run_1/met1.png
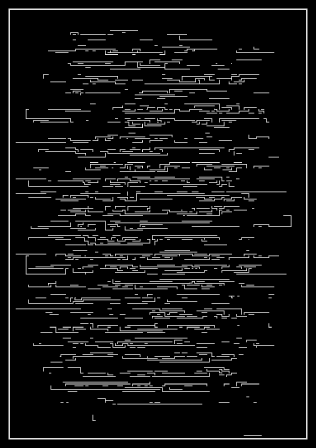
run_1/met2.png
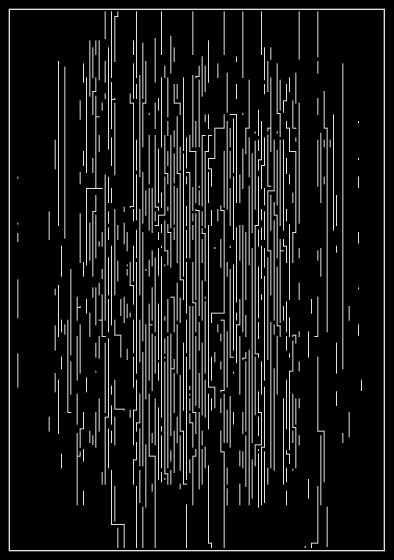
run_1/met3.png
The bar under the picture is 20 um long.
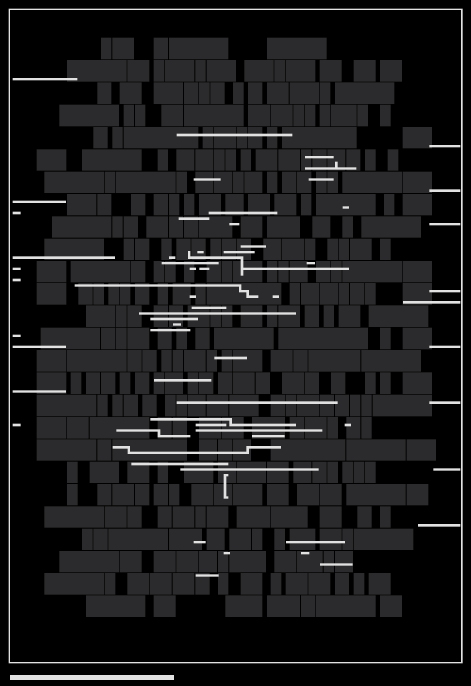
run_1/met4.png
The bar under the picture is 20 um long.
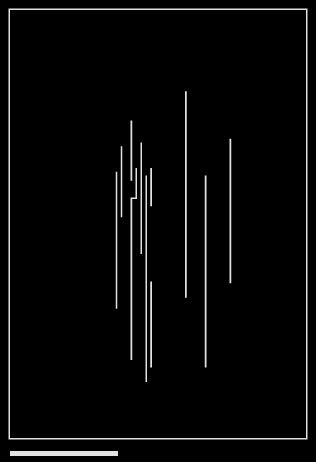
### config.mk
export PLATFORM = sky130hd
export DESIGN_NAME = cordic_rom
export DESIGN_NICKNAME = d
export VERILOG_FILES = /design/src/rtl/cordic_rom.sv
export SDC_FILE = /design/constraint.sdc
export NUM_CORES = 1
export LEC_CHECK = 0
export ABC_AREA = 1
export CORE_ASPECT_RATIO = 1.5
export CORE_MARGIN = 3
export CORE_UTILIZATION = 50
export CTS_BUF_LIST = sky130_fd_sc_hd__clkbuf_16
export DETAILED_ROUTE_END_ITERATION = 10
export GPL_ROUTABILITY_DRIVEN = 0
export HOLD_SLACK_MARGIN = 0.06
export PLACE_DENSITY = 0.79
export SYNTH_ARGS = -nofsm -noshare
export SYNTH_HDL_FRONTEND = slang
export SYNTH_SLANG_ARGS = --single-unit
### constraint.sdc
create_clock -name clk -period 1.9 [get_ports clk]
set_clock_uncertainty 0.1 [all_clocks]
set_input_delay 0.285 -clock clk [delete_from_list [all_inputs] [get_ports clk]]
set_output_delay 0.285 -clock clk [all_outputs]
set_load 0.05 [all_outputs]
### src/rtl/cordic_rom.sv
// rtl/cordic_rom.sv - atan(2^-i) Q1.31 lookup ROM with registered output; optional valid port via CORDIC_ROM_VALID_EN
module cordic_rom #(
   parameter int ADDR_W = 5,
   parameter int DATA_W = 32
) (
   input  logic              clk,
   input  logic              reset,
   input  logic              en,
   input  logic [ADDR_W-1:0] address,
   output logic [DATA_W-1:0] data
`ifdef CORDIC_ROM_VALID_EN
   ,
   output logic              valid
`endif
);

   logic [DATA_W-1:0] rom_word;

   // Constant table: round(atan(2^-i) * 2^31). From i = 11 upward the cubic
   // term of atan is under half an LSB, so the entry is exactly 2^(31-i).
   always_comb begin
      rom_word = '0;
      case (address)
         5'd0:    rom_word = 32'h6487_ED51;
         5'd1:    rom_word = 32'h3B58_CE0B;
         5'd2:    rom_word = 32'h1F5B_75F9;
         5'd3:    rom_word = 32'h0FEA_DD4D;
         5'd4:    rom_word = 32'h07FD_56EE;
         5'd5:    rom_word = 32'h03FF_AAB7;
         5'd6:    rom_word = 32'h01FF_F556;
         5'd7:    rom_word = 32'h00FF_FEAB;
         5'd8:    rom_word = 32'h007F_FFD5;
         5'd9:    rom_word = 32'h003F_FFFB;
         5'd10:   rom_word = 32'h001F_FFFF;
         default: rom_word = 32'h8000_0000 >> address;
      endcase
   end

   // Output register: reset clears, en loads the addressed entry, otherwise hold.
   always_ff @(posedge clk) begin
      if (reset) begin
         data <= '0;
      end else if (en) begin
         data <= rom_word;
      end
   end

`ifdef CORDIC_ROM_VALID_EN
   // valid flags that the preceding edge refreshed data.
   always_ff @(posedge clk) begin
      if (reset) begin
         valid <= 1'b0;
      end else begin
         valid <= en;
      end
   end
`endif

endmodule

==> run summary, run 1 <==
run results: final antenna-violating net count 0, die area 4372 um2, Die Y 79.50 um, status complete, no violations, Reg power frac 34.4%, Via density 5.608, Slew @ Worst Pin 0.6916 ns, CP bufs+invs 3, Req. time, crit path 1.97 ns, Slew headroom 53.72%, max reg flops 32, Die W 55.00 um, Root Driver clkbuf_16, CTS Sinks 32, Crit Path Class primary input to flip-flop, Internal Power 1496 uW, DRC 0, drt initial violations 129, Slowest Stage Delay on Critical Path 0.47 ns, Placed Area 2471 um2, Overall Power 2110 uW, vias in the first global route 1974, reported combinational group power 499 uW
Back to the opening pictures, met1.png:
The layer holds 38% of the routed length. The wires run mostly horizontal. The layer carries 2150 um of wire. 317 nets have wire on it. The longest straight run is 20.2 um.
routed wire length: 5697 um
Vias: 2148
met1 Usage GRT: 30.51%

Back to the opening pictures, met2.png:
288 nets have wire on it. The longest straight run is 44.9 um. The layer holds 51% of the routed length. The wires run mostly vertical. The layer carries 2920 um of wire.
M2 GR Usage: 46.80%

Back to the opening pictures, met3.png:
The layer carries 362 um of wire. The longest straight run is 20.0 um.
met3 usage: 5.421%

Back to the opening pictures, met4.png:
The layer holds 4.7% of the routed length. The layer carries 266 um of wire. The longest straight run is 38.1 um.

==> run 1: worst paths after layout <==
path / from / to / slack, ns / cells past startpoint
min reg2reg: data[23] / data[23] / 0.35 / 2
min: data[23] / data[23] / 0.35 / 2
max reg2reg: data[14] / data[14] / 1.13 / 3
max: address[2] / data[16] / 0.06 / 10
==> run 1: metrics by stage <==
stage | setup WS [ns] | setup TNS [ns]
6_report | 0.06362 | 0
5_1_grt | -0.01198 | -0.01198
4_1_cts | 0.007973 | 0
3_5_place_dp | -0.2574 | -4.919
3_3_place_gp | -0.2351 | -3.856
2_1_floorplan | 0.3699 | 0
==> run 1: layout make-up <==
class	count	area, um2	area share, %
Sequential cell	32	640.6	23.95
Clock buffer	5	125.1	4.677
Inverter	28	105.1	3.929
Multi-Input combinational cell	190	1002	37.46
Tap cell	42	52.55	1.964
Timing Repair Buffer	83	710.7	26.57
Clock inverter	3	38.79	1.450
==> run 1: cells by family after synthesis <==
family,Yosys count,synth area share [%]
flip-flops,32,35.58
AND/OR/NAND/NOR,151,42.67
buffers and inverters,40,9.451
AND-OR/OR-AND,39,12.30
==> run 1: routing by layer <==
metal  vias up  wire length, um  global-route usage (%)
met5         -                0                       0
met4         0              266                   15.82
met3        24              361                   5.421
met2        95             2924                   46.80
met1      1000             2145                   30.51
li1       1029                -                       -
==> run 1: synth_stat cells (2+ instances only) <==
cell       number
nand2_2         4
nor2_2          3
o21ai_1         4
o2111ai_1       2
nor4_1          2
nand4_1        11
o211ai_1        3
clkbuf_1        8
a21o_1          2
o21ai_0        10
a21oi_1        16
nor2_1         18
nand3_1        32
nor3_1          5
nand3_2         5
dfxtp_1        32
buf_6           2
inv_1          23
inv_2           5
nor2_4          5
nand2_1        62
==> inputs of run 2 (changes only) <==
- PLACE_DENSITY: 0.79 -> not set
- PLACE_DENSITY_LB_ADDON: not set -> 0.08
==> run 2 against run 1 <==
Effect of this change:
- die area is the same
- critical path type unchanged
- synthesized area is the same
- synthesized cell count is the same
- via count shrank 5.3%
- sequential share of layout area is essentially flat
==> run summary, run 2 <==
run results: drt initial violations 70, Cell Pwr Density 733.4 nW/um2, all-layer global routing usage 28.42%, CP bufs+invs 2, yosys xor share 0%, fmax 549.8 MHz, Slew headroom 52.61%, Overall Power 1958 uW, top logic cells by instance count in the layout 62 x nand2_1, 59 x buf_4, 32 x nand3_1, 32 x dfxtp_1, 24 x inv_1, Post-synth top cells 62 x nand2_1, 32 x dfxtp_1, 32 x nand3_1, setup slack after layout 0.08123 ns, vias in the first global route 1995, wire length of the first global-routing pass 9011 um, largest family of logic cells by area simple AND/OR/NAND/NOR gates, Die W 55.00 um, max reg flops 32, status complete, no violations, number of top-level pins 40, Adder Share, Synth 0%, Slew @ Worst Pin 0.7082 ns, Via density 5.286, cell mode on critical path nand3_1, Basic Gates by Area 42.67%, Final min period 1.819 ns, CTS Sinks 32, ant diodes 0, cell with the most instances after synthesis nand2_1, Slowest Stage Delay on Critical Path 0.53 ns, DRC 0, Synth mux share 0%, final antenna-violating net count 0, AO/OA Area Share 12.30%, Final TNS setup 0 ns, Root Driver clkbuf_16, Placed Area 2511 um2, Place WS -0.2621 ns, Die Y 79.50 um, Crit Path Class primary input to flip-flop, Synth area leader dfxtp_1, Slowest-stage cell, CP clkdlybuf4s50_1, die area 4372 um2, Req. time, crit path 1.96 ns
## run 2: cell counts after synthesis
Identical to the previous run, type by type.
## run 2: routing by layer
layer  GRT usage (%)  vias to the layer above  wire, um
met4           17.76                        0       277
met2           46.68                       72      2752
met5               0                        -         0
met1           30.79                      904      2057
li1                -                     1036         -
met3           7.477                       23       288
## run 2: worst reg2reg max path, delay by kind of cell, from the launching register on
kind | cells | cell delay, ns
compound gates | 2 | 0.24
flops | 1 | 0.30
buf+inv | 1 | 0.04
## run 2: path summary, 6_finish.rpt
check / start / to / slack (ns) / cells past startpoint
setup / recovery: address[4] / data[0] / 0.08 / 8
hold / removal: data[31] / data[31] / 0.34 / 2
setup reg to reg: data[10] / data[10] / 1.12 / 3
hold reg to reg: data[31] / data[31] / 0.34 / 2
## run 2: layout make-up
class	instances	area (um2)
repair buffers	86	733.2
flip-flops and latches	32	640.6
clock inverters	2	8.758
fillers	258	778.2
multi-input cells	190	1002
clock buffers	5	125.1
inverters	28	107.6
well taps	42	52.55
## run 2: report_power, final
group | internal [uW] | leakage, uW | total [uW] | switching (uW)
registers | 708 | 0.000261 | 727 | 18.3
clock network | 469 | 0.0000709 | 731 | 262
logic | 182 | 0.00102 | 501 | 318
total | 1360 | 0.00135 | 1960 | 599
## run 2: timing repair
action | CTS | global route
gates resized | 0 | 9
endpoints found under the hold margin | 0 | 0
endpoints found under the setup margin | 0 | 21
## run 2: kinds of logic (layout without fill, tap and decap cells)
| logic type | after synthesis | after routing |
|---|---|---|
| AND/OR/NAND/NOR | 151 | 151 |
| buffers and inverters | 40 | 121 |
| AND-OR/OR-AND | 39 | 39 |
| flip-flops | 32 | 32 |
run_2/met4.png
The bar under the picture is 20 um long.
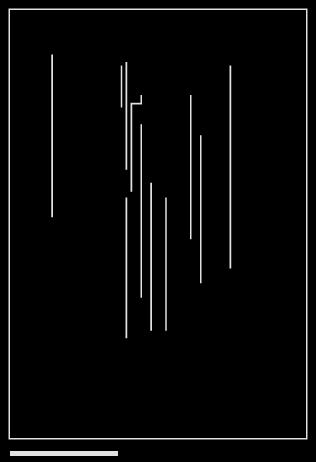
The longest straight run is 37.4 um. The wires run mostly vertical. The layer carries 277 um of wire.
Vias: 2035
routed wire length: 5375 um

Power and IR drop assume default switching activity.
